run_1/final_congestion.png
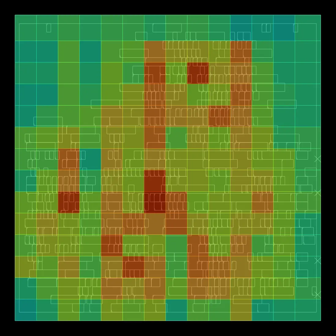
run_1/registers.png
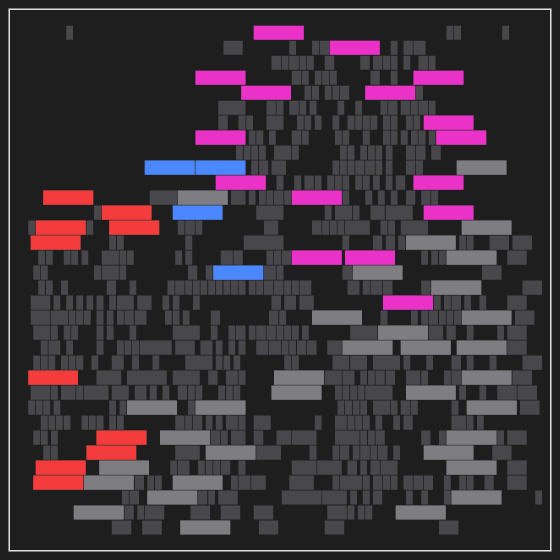
run_1/met1.png
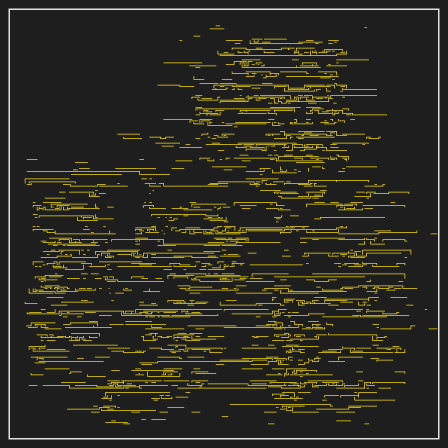
run_1/port_nets.png
The bar under the picture is 20 um long.
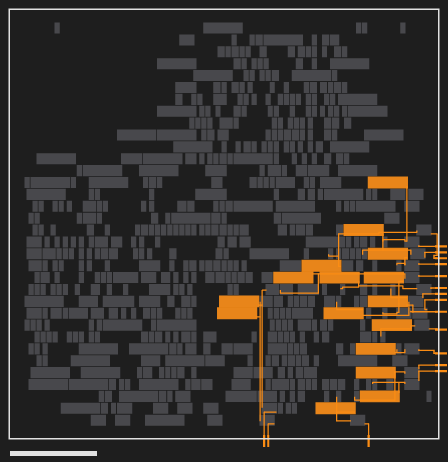
[src/rtl/syn_acortex_reg_map.sv]
// Audio cortex local-bus register map: I2C master register addresses.
package syn_acortex_reg_map;

    localparam logic [7:0] ACORTEX_I2CM_ADDR_REG_ADDR   = 8'h20;
    localparam logic [7:0] ACORTEX_I2CM_DATA_REG_ADDR   = 8'h21;
    localparam logic [7:0] ACORTEX_I2CM_STATUS_REG_ADDR = 8'h22;

endpackage

[src/rtl/syn_global_pkg.sv]
// Shared types and constants: WM8731 register indices, config word layout,
// default configuration table and the config sequencer state encoding.
package syn_global_pkg;

    localparam logic [6:0] WM8731_R0_LLINE_IN   = 7'd0;
    localparam logic [6:0] WM8731_R1_RLINE_IN   = 7'd1;
    localparam logic [6:0] WM8731_R2_LHP_OUT    = 7'd2;
    localparam logic [6:0] WM8731_R3_RHP_OUT    = 7'd3;
    localparam logic [6:0] WM8731_R4_ANA_PATH   = 7'd4;
    localparam logic [6:0] WM8731_R5_DIG_PATH   = 7'd5;
    localparam logic [6:0] WM8731_R6_PWR_DOWN   = 7'd6;
    localparam logic [6:0] WM8731_R7_DIG_IF     = 7'd7;
    localparam logic [6:0] WM8731_R8_SAMPLING   = 7'd8;
    localparam logic [6:0] WM8731_R9_ACTIVE     = 7'd9;
    localparam logic [6:0] WM8731_R15_RESET     = 7'd15;

    typedef struct packed {
        logic [6:0] reg_num;
        logic [8:0] val;
    } wm8731_cfg_word_t;

    localparam int WM8731_CFG_LEN = 11;

    // Reset first, then bring up paths, activate last.
    localparam wm8731_cfg_word_t WM8731_CFG_TABLE [WM8731_CFG_LEN] = '{
        '{WM8731_R15_RESET,   9'h000},
        '{WM8731_R0_LLINE_IN, 9'h017},
        '{WM8731_R1_RLINE_IN, 9'h017},
        '{WM8731_R2_LHP_OUT,  9'h079},
        '{WM8731_R3_RHP_OUT,  9'h079},
        '{WM8731_R4_ANA_PATH, 9'h012},
        '{WM8731_R5_DIG_PATH, 9'h000},
        '{WM8731_R6_PWR_DOWN, 9'h000},
        '{WM8731_R7_DIG_IF,   9'h042},
        '{WM8731_R8_SAMPLING, 9'h000},
        '{WM8731_R9_ACTIVE,   9'h001}
    };

    typedef enum logic [3:0] {
        IDLE_S,
        WR_ADDR_S,
        WR_DATA_S,
        TRIG_S,
        GAP_S,
        POLL_S,
        NEXT_S,
        DONE_S,
        ERR_S
    } cfg_state_t;

endpackage

[src/rtl/syn_wm8731_cfg_rom.sv]
// Combinational lookup of the WM8731 configuration table; entries past
// P_NUM_CMDS read as zero.
module syn_wm8731_cfg_rom
    import syn_global_pkg::*;
#(
    parameter int P_NUM_CMDS = 11
) (
    input  logic [3:0]       idx,
    output wm8731_cfg_word_t word
);

    always_comb begin
        word = '0;
        if (int'(idx) < P_NUM_CMDS && int'(idx) < WM8731_CFG_LEN) begin
            word = WM8731_CFG_TABLE[idx];
        end
    end

endmodule

[src/rtl/syn_wm8731_cfg_seq.sv]
// WM8731 configuration sequencer: walks the codec register table through the
// I2C master's local bus. Optional NACK retry: SYN_WM8731_CFG_RETRY_EN.
//
// state     | meaning
// IDLE_S    | waiting for cfg_start
// WR_ADDR_S | write device address to I2CM address register
// WR_DATA_S | write table[idx] to I2CM data register
// TRIG_S    | write status register to launch the transaction
// GAP_S     | idle P_POLL_GAP clocks before polling
// POLL_S    | read status: busy -> GAP_S, NACK -> retry/ERR_S, ok -> NEXT_S
// NEXT_S    | advance index or finish
// DONE_S    | cfg_done high for one cycle
// ERR_S     | latch error and index
module syn_wm8731_cfg_seq
    import syn_global_pkg::*;
    import syn_acortex_reg_map::*;
#(
    parameter int         P_LB_DATA_W    = 16,
    parameter int         P_LB_ADDR_W    = 8,
    parameter logic [7:0] P_I2C_DEV_ADDR = 8'h34,
    parameter int         P_NUM_CMDS     = 11,
    parameter int         P_POLL_GAP     = 16,
    parameter int         P_MAX_POLLS    = 1023,
    parameter int         P_MAX_RETRY    = 3
) (
    input  logic                   clk_ir,
    input  logic                   rst_sync_l,
    input  logic                   cfg_start,
    output logic                   cfg_busy,
    output logic                   cfg_done,
    output logic                   cfg_err,
    output logic [3:0]             cfg_err_idx,
`ifdef SYN_WM8731_CFG_RETRY_EN
    output logic [1:0]             cfg_retry_cnt,
`endif
    output logic                   i2cm_wr_en,
    output logic                   i2cm_rd_en,
    output logic [P_LB_ADDR_W-1:0] i2cm_addr,
    output logic [P_LB_DATA_W-1:0] i2cm_wr_data,
    input  logic                   i2cm_wr_valid,
    input  logic                   i2cm_rd_valid,
    input  logic [P_LB_DATA_W-1:0] i2cm_rd_data
);

    localparam int GAP_W  = 16;
    localparam int POLL_W = 10;

    cfg_state_t              state, state_nxt;
    logic [3:0]              idx, idx_nxt;
    logic [POLL_W-1:0]       poll_cnt, poll_nxt;
    logic [GAP_W-1:0]        gap_cnt, gap_nxt;
    logic                    issued, issued_nxt;
    logic                    wr_en_nxt, rd_en_nxt, done_nxt, err_nxt;
    logic [P_LB_ADDR_W-1:0]  addr_nxt;
    logic [P_LB_DATA_W-1:0]  wdata_nxt;
    logic [3:0]              err_idx_nxt;
    wm8731_cfg_word_t        rom_word;
    logic [15:0]             rom_bits;
    logic                    unused_rd;
`ifdef SYN_WM8731_CFG_RETRY_EN
    logic [1:0]              retry_cnt, retry_nxt;
    assign cfg_retry_cnt = retry_cnt;
`endif

    assign unused_rd = ^i2cm_rd_data[P_LB_DATA_W-1:2];
    assign rom_bits  = rom_word;

    syn_wm8731_cfg_rom #(.P_NUM_CMDS(P_NUM_CMDS)) u_rom (
        .idx  (idx),
        .word (rom_word)
    );

    always_ff @(posedge clk_ir or negedge rst_sync_l) begin
        if (!rst_sync_l) begin
            state        <= IDLE_S;
            idx          <= '0;
            poll_cnt     <= '0;
            gap_cnt      <= '0;
            issued       <= 1'b0;
            i2cm_wr_en   <= 1'b0;
            i2cm_rd_en   <= 1'b0;
            i2cm_addr    <= '0;
            i2cm_wr_data <= '0;
            cfg_busy     <= 1'b0;
            cfg_done     <= 1'b0;
            cfg_err      <= 1'b0;
            cfg_err_idx  <= '0;
`ifdef SYN_WM8731_CFG_RETRY_EN
            retry_cnt    <= '0;
`endif
        end else begin
            state        <= state_nxt;
            idx          <= idx_nxt;
            poll_cnt     <= poll_nxt;
            gap_cnt      <= gap_nxt;
            issued       <= issued_nxt;
            i2cm_wr_en   <= wr_en_nxt;
            i2cm_rd_en   <= rd_en_nxt;
            i2cm_addr    <= addr_nxt;
            i2cm_wr_data <= wdata_nxt;
            cfg_busy     <= (state_nxt != IDLE_S);
            cfg_done     <= done_nxt;
            cfg_err      <= err_nxt;
            cfg_err_idx  <= err_idx_nxt;
`ifdef SYN_WM8731_CFG_RETRY_EN
            retry_cnt    <= retry_nxt;
`endif
        end
    end

    // 'issued' marks the single outstanding LB access of the current state.
    always_comb begin
        state_nxt   = state;
        idx_nxt     = idx;
        poll_nxt    = poll_cnt;
        gap_nxt     = gap_cnt;
        issued_nxt  = issued;
        wr_en_nxt   = 1'b0;
        rd_en_nxt   = 1'b0;
        addr_nxt    = i2cm_addr;
        wdata_nxt   = i2cm_wr_data;
        done_nxt    = 1'b0;
        err_nxt     = cfg_err;
        err_idx_nxt = cfg_err_idx;
`ifdef SYN_WM8731_CFG_RETRY_EN
        retry_nxt   = retry_cnt;
`endif
        case (state)
            IDLE_S: begin
                if (cfg_start) begin
                    state_nxt  = WR_ADDR_S;
                    err_nxt    = 1'b0;
                    idx_nxt    = '0;
                    poll_nxt   = '0;
                    issued_nxt = 1'b0;
`ifdef SYN_WM8731_CFG_RETRY_EN
                    retry_nxt  = '0;
`endif
                end
            end
            WR_ADDR_S: begin
                if (!issued) begin
                    wr_en_nxt  = 1'b1;
                    addr_nxt   = P_LB_ADDR_W'(ACORTEX_I2CM_ADDR_REG_ADDR);
                    wdata_nxt  = P_LB_DATA_W'(P_I2C_DEV_ADDR);
                    issued_nxt = 1'b1;
                end else if (i2cm_wr_valid) begin
                    issued_nxt = 1'b0;
                    state_nxt  = WR_DATA_S;
                end
            end
            WR_DATA_S: begin
                if (!issued) begin
                    wr_en_nxt  = 1'b1;
                    addr_nxt   = P_LB_ADDR_W'(ACORTEX_I2CM_DATA_REG_ADDR);
                    wdata_nxt  = P_LB_DATA_W'(rom_bits);
                    issued_nxt = 1'b1;
                end else if (i2cm_wr_valid) begin
                    issued_nxt = 1'b0;
                    state_nxt  = TRIG_S;
                end
            end
            TRIG_S: begin
                if (!issued) begin
                    wr_en_nxt  = 1'b1;
                    addr_nxt   = P_LB_ADDR_W'(ACORTEX_I2CM_STATUS_REG_ADDR);
                    wdata_nxt  = '0;
                    issued_nxt = 1'b1;
                end else if (i2cm_wr_valid) begin
                    issued_nxt = 1'b0;
                    gap_nxt    = GAP_W'(P_POLL_GAP - 1);
                    state_nxt  = GAP_S;
                end
            end
            GAP_S: begin
                if (gap_cnt == '0) state_nxt = POLL_S;
                else               gap_nxt   = gap_cnt - GAP_W'(1);
            end
            POLL_S: begin
                if (!issued) begin
                    rd_en_nxt  = 1'b1;
                    addr_nxt   = P_LB_ADDR_W'(ACORTEX_I2CM_STATUS_REG_ADDR);
                    issued_nxt = 1'b1;
                end else if (i2cm_rd_valid) begin
                    issued_nxt = 1'b0;
                    if (i2cm_rd_data[0]) begin
                        if (poll_cnt != '1) poll_nxt = poll_cnt + POLL_W'(1);
                        if (poll_cnt >= POLL_W'(P_MAX_POLLS - 1)) begin
                            state_nxt = ERR_S;
                        end else begin
                            gap_nxt   = GAP_W'(P_POLL_GAP - 1);
                            state_nxt = GAP_S;
                        end
                    end else if (i2cm_rd_data[1]) begin
`ifdef SYN_WM8731_CFG_RETRY_EN
                        if (retry_cnt < 2'(P_MAX_RETRY)) begin
                            retry_nxt = retry_cnt + 2'd1;
                            poll_nxt  = '0;
                            state_nxt = WR_DATA_S;
                        end else begin
                            state_nxt = ERR_S;
                        end
`else
                        state_nxt = ERR_S;
`endif
                    end else begin
                        state_nxt = NEXT_S;
                    end
                end
            end
            NEXT_S: begin
                if (idx == 4'(P_NUM_CMDS - 1)) begin
                    state_nxt = DONE_S;
                    done_nxt  = 1'b1;
                end else begin
                    idx_nxt   = idx + 4'd1;
                    poll_nxt  = '0;
`ifdef SYN_WM8731_CFG_RETRY_EN
                    retry_nxt = '0;
`endif
                    state_nxt = WR_DATA_S;
                end
            end
            DONE_S: state_nxt = IDLE_S;
            ERR_S: begin
                err_nxt     = 1'b1;
                err_idx_nxt = idx;
                state_nxt   = IDLE_S;
            end
            default: state_nxt = IDLE_S;
        endcase
    end

endmodule

[config.mk]
export PLATFORM = sky130hd
export DESIGN_NAME = syn_wm8731_cfg_seq
export DESIGN_NICKNAME = d
export VERILOG_FILES = /design/src/rtl/syn_acortex_reg_map.sv /design/src/rtl/syn_global_pkg.sv /design/src/rtl/syn_wm8731_cfg_rom.sv /design/src/rtl/syn_wm8731_cfg_seq.sv
export SDC_FILE = /design/constraint.sdc
export NUM_CORES = 1
export LEC_CHECK = 0
export ABC_AREA = 1
export CORE_UTILIZATION = 41
export DETAILED_ROUTE_END_ITERATION = 8
export PLACE_DENSITY = 0.68
export SYNTH_ARGS = -nofsm -noshare
export SYNTH_HDL_FRONTEND = slang
export SYNTH_HIERARCHICAL = 1
export SYNTH_SLANG_ARGS = --single-unit
export TNS_END_PERCENT = 20
[constraint.sdc]
create_clock -name clk_ir -period 2.09 [get_ports clk_ir]
set_input_delay 0.418 -clock clk_ir [delete_from_list [all_inputs] [get_ports clk_ir]]
set_output_delay 0.418 -clock clk_ir [all_outputs]
set_load 0.01 [all_outputs]
==> flow_summary.json, run 1 <==
{
  "violations": "DRC",
  "worstSetupPathType": "flop to flop",
  "layout-drive-gt1-share": 0.08576,
  "grt_pass1_vias": 3031,
  "finClkSkew_ns": 0.01167,
  "synth.area.top_cells": "dfrtp_1 (42%), nand2_1 (18%), nor2_1 (7.8%)",
  "top_area_cell": "dfrtp_1",
  "ctsResizeCount": 0,
  "edf_count": 0,
  "drc": 4,
  "path_delay_family": "simple AND/OR/NAND/NOR gates",
  "arrival_ns": 1.96,
  "peakVddDrop_uv": 445.5,
  "core_sq_um": 8806,
  "comb_area_sq_um": 1871,
  "nMultiInputCombCells": 402,
  "worstSetupEndpointType": "flop",
  "whs_ns": 0.03659,
  "crit_fanout": 30,
  "fin_crit_sh": 0.8380,
  "worstReg2RegEnd": "gap_cnt[7]",
  "comb_share": 0.4216,
  "synth_area_sq_um": 3776,
  "reg2regPathDepth": 10,
  "yosys_warnings": 6,
  "dr_wl_met3_um": 268,
  "buffers": 48,
  "synth-async-reset-ratio": 1.000,
  "antenna_found_initial": 0,
  "routed_wl_um": 7859,
  "dominant_cells": "logic gates",
  "top_usage_layer": "met2",
  "power.density_nw_per_um2": 1078,
  "outcome": "finished with violations",
  "dieArea_sq_um": 9598
}
-- final_congestion.png (at the start) --
overall routing resource usage: 0.1751
Finished Core Util: 0.5038
met2 usage: 0.2925

-- registers.png (at the start) --
name in the netlist	color	flops
state	blue	4
gap_cnt	magenta	16
poll_cnt	red	10
flop share of the area: 0.3553
P_seq: 1.71 mW
Reg area: 1577 sq um

-- met1.png (at the start) --
main direction	horizontal
share of all routed wire	49%
nets with wire on the layer	529

-- port_nets.png (at the start) --
port	color	bits	direction	end cells	wire
i2cm_wr_data	orange	16	output	16	356 um
port bufs: 34
I/O Pins: 54

==> run 1: where the power goes <==
group	internal (mW)	switching (mW)
Combinational	0.923	1.24
Clock	0.481	0.432
Sequential	1.49	0.221
Total	2.89	1.89
==> run 1: worst max path at each step <==
| stage | from | to | slack [ns] | depth (start not counted) |
|---|---|---|---|---|
| 2_1_floorplan | gap_cnt[0] | gap_cnt[12] | 0.49 | 10 |
| 5_1_grt | gap_cnt[0] | gap_cnt[7] | 0.13 | 10 |
| 3_5_place_dp | i2cm_rd_valid | gap_cnt[2] | 0.08 | 11 |
| 3_3_place_gp | i2cm_rd_valid | gap_cnt[13] | 0.1 | 11 |
| 4_1_cts | state[0] | poll_cnt[7] | 0.32 | 9 |
| 6_report | gap_cnt[0] | gap_cnt[7] | 0.34 | 10 |
==> inputs of run 2 (changes only) <==
--- a/config.mk
+++ b/config.mk
@@ -8,7 +8,7 @@
 export ABC_AREA = 1
 export CORE_UTILIZATION = 41
 export DETAILED_ROUTE_END_ITERATION = 8
-export PLACE_DENSITY = 0.68
+export PLACE_DENSITY = 0.7
 export SYNTH_ARGS = -nofsm -noshare
 export SYNTH_HDL_FRONTEND = slang
 export SYNTH_HIERARCHICAL = 1
==> constraint.sdc (replaced) <==
create_clock -name clk_ir -period 1.46 [get_ports clk_ir]
set_input_delay 0.292 -clock clk_ir [delete_from_list [all_inputs] [get_ports clk_ir]]
set_output_delay 0.292 -clock clk_ir [all_outputs]
set_load 0.01 [all_outputs]
run_2/met1.png
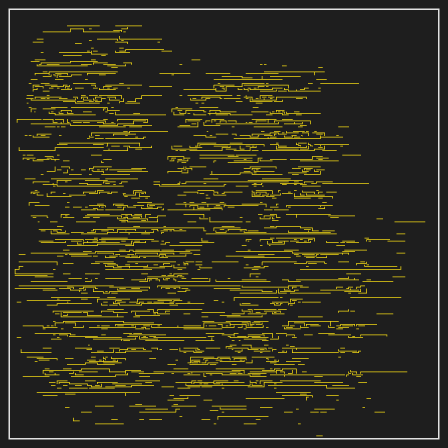
main direction	horizontal
wire length on this layer	4370 um
share of all routed wire	45%
longest straight run	29.9 um
nets with wire on the layer	622

==> run 2 against run 1 <==
Against the previous run: the run ends with DRC, setup timing left; combinational power rose by 110%; sequential power rose by about 40%; via count is 15% higher; final cell count increased by 12%; area after synthesis is the same; count of clock-buffer cells in the layout is 1 lower; largest cell class unchanged.
==> flow_summary.json, run 2 <==
{
  "die_h_um": 97.97,
  "crit_path_end": "poll_cnt[8]",
  "fin_crit_sh": 1.116,
  "comb_share": 0.3882,
  "drc": 3,
  "sh_seq_area": 0.2984,
  "synth_area_sq_um": 3776,
  "violations": "DRC, setup timing",
  "nMultiInputCombCells": 403,
  "buffers": 129,
  "dominant_cells": "logic gates",
  "core_sq_um": 8806,
  "grt_util_met2": 0.3819,
  "worstReg2RegEnd": "poll_cnt[8]",
  "whs_ns": 0.4587,
  "worstSetupPathType": "flop to flop",
  "layout-drive-gt1-share": 0.2564,
  "crit_start": "state[3]",
  "finalHoldViolCount": 0,
  "yosys_warnings": 6,
  "synth.area.top_cells": "dfrtp_1 (42%), nand2_1 (18%), nor2_1 (7.8%)",
  "setup_violations": 50,
  "max_slew.worst_pin.slew_ns": 0.5513,
  "antenna_found_initial": 0,
  "layout_setup_ws_ns": -0.1695,
  "final_util": 0.6013,
  "grt_pass1_vias": 3807,
  "track_usage": 0.2184,
  "post-place-ws_ns": -0.3317,
  "dr_wl_met3_um": 324,
  "top_usage_layer": "met2",
  "worstSetupEndpointType": "flop",
  "arrival_ns": 1.92,
  "io_pins": 54,
  "dieArea_sq_um": 9598,
  "crit_fanout": 6,
  "power.density_nw_per_um2": 1611,
  "synth.avg_cell_area_sq_um": 7.071,
  "outcome": "finished with violations",
  "grt_setup_unrepaired": "yes",
  "regArea_sq_um": 1580,
  "port_buffers": 34
}
run_2/clock_map.png
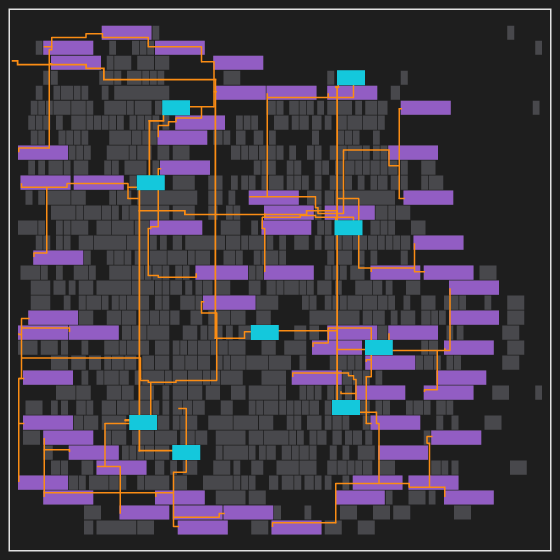
[flip-flops] purple | count: 63
[cells driving clock nets] cyan | count: 9
[clock wires] orange | length: 1010 um
routed clock nets	10
Late-Pin Clk Latency: 0.36 ns
Clock net power: 1.68 mW

## run 2: cell counts after synthesis
Identical to the previous run, type by type.
## run 2: critical path: stages (launching register included)
cell and delay [ns]:
dfrtp_1 0.44, buf_6 0.15, nor2_4 0.17, nand2_2 0.10, nand2_2 0.10, nor2_4 0.05
nor3_4 0.21, buf_6 0.13, buf_12 0.10, nand2_2 0.04, nand2_1 0.06
## run 2: timing repair
item | CTS | global route
cloned | 2 | 0
pin swaps | 4 | 1
resized | 71 | 15
hold endpoints to repair | 63 | 0
hold buffers | 1 | 0
setup endpoints to repair | 79 | 58
buffers inserted | 8 | 2
## run 2: power by group
group,internal (mW),switching (mW)
Combinational,2.10,2.36
Clock,0.959,0.726
Sequential,2.14,0.256
run_2/port_nets.png
The bar under the picture is 20 um long.
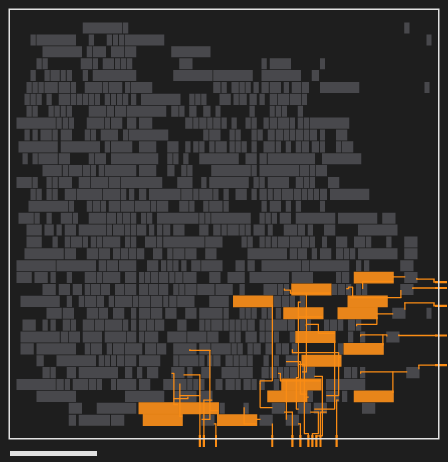

==> inputs of run 3 (changes only) <==
--- a/config.mk
+++ b/config.mk
@@ -8,9 +8,8 @@
 export ABC_AREA = 1
 export CORE_UTILIZATION = 41
 export DETAILED_ROUTE_END_ITERATION = 8
-export PLACE_DENSITY = 0.7
+export PLACE_DENSITY = 0.71
 export SYNTH_ARGS = -nofsm -noshare
 export SYNTH_HDL_FRONTEND = slang
-export SYNTH_HIERARCHICAL = 1
 export SYNTH_SLANG_ARGS = --single-unit
 export TNS_END_PERCENT = 20
run_3/port_nets.png
The bar under the picture is 20 um long.
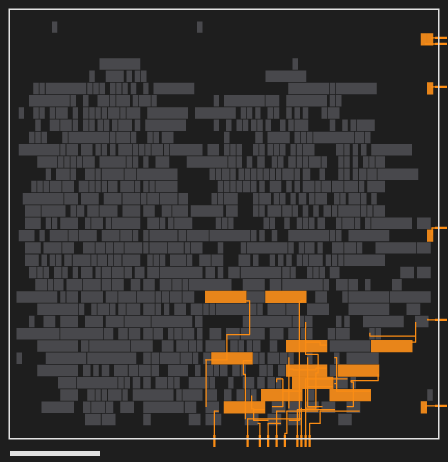
port	color	bits	direction	end cells	wire
i2cm_wr_data	orange	16	output	16	343 um
port bufs: 29

==> run 3 against run 2 <==
Against the previous run: the run ends with setup timing left; die area decreased by 6.1%; largest cell class unchanged; register-to-register slack better by 0.03 ns; critical endpoint is now i2cm_addr[5]; sequential share of layout area shrank 0.93 points; setup slack improved by 0.027 ns; combinational power is 7.2% higher; global-route usage rose by 0.34 points; cell area down 4.9%; worst hold slack gained 0.0078 ns; critical path depth shrank 2; via count down 2.6%; wire length fell by 0.73%.
==> flow_summary.json, run 3 <==
{
  "outcome": "finished with violations",
  "violations": "setup timing",
  "setup_violations": 46,
  "post_cts_buffers": 8,
  "post-place-ws_ns": -0.2911,
  "final_util": 0.6070,
  "io_pins": 54,
  "crit_start": "state[1]",
  "routed_wl_um": 9555,
  "ctsHoldBuffers": 1,
  "worstReg2RegEnd": "i2cm_addr[5]",
  "powerClk_mw": 1.70,
  "synth.area.top_cells": "dfrtp_1 (41%), nand2_1 (20%), nor2_1 (8.3%)",
  "crit_chain": "inv_2 > buf_4 > nand2_1 > nand2_1 > nor2_4 > inv_2 > nand2_1 > or2_2",
  "p_sw_frac": 0.4117,
  "dieArea_sq_um": 9009,
  "fin_crit_sh": 1.098,
  "ctsResizeCount": 54,
  "grt_pass1_vias": 3473,
  "seqPwrFrac": 0.252,
  "p_comb_frac": 0.551,
  "reg2regPathDepth": 8,
  "crit_fanout": 5,
  "antenna_found_initial": 0,
  "crit_path_end": "i2cm_addr[5]",
  "crit_cells": 8,
  "die_h_um": 94.92,
  "switchingPower_mw": 3.565,
  "layout_setup_ws_ns": -0.1425,
  "grt_setup_unrepaired": "yes"
}
run_3/clock_map.png
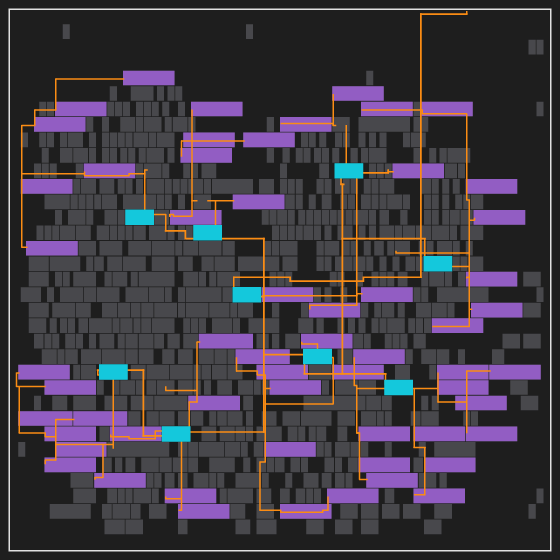
[flip-flops] purple | count: 58
[cells driving clock nets] cyan | count: 9
[clock wires] orange | length: 868 um
flops lie	spread over the die

-- run 3: netlist changes by cell type after synthesis, moves of 3 or more --
cell     change
nand3_1     -17
o21ai_1     -17
o21ai_0     +13
nand2_1     +10
dfrtp_1      -5
buf_4        -4
nor2_2       +4
ha_1         -3
-- run 3: cell families after synthesis --
logic type      count (synthesis)
compound gates                 34
xor+xnor                       11
fa+ha+maj                       8
buf+inv                        67
flops                          58
other cells                     1
simple gates                  328
-- run 3: area by class of cell --
| type | instances | share of cell area |
|---|---|---|
| sequential | 58 | 0.2891 |
| tap | 105 | 0.02608 |
| clock inverter | 7 | 0.02037 |
| timing repair buffer | 113 | 0.1960 |
| clock buffer | 9 | 0.02459 |
| multi-input combinational | 392 | 0.4061 |
| inverter | 50 | 0.03775 |
Power figures rest on the tool's default switching activity, not on a simulated workload.
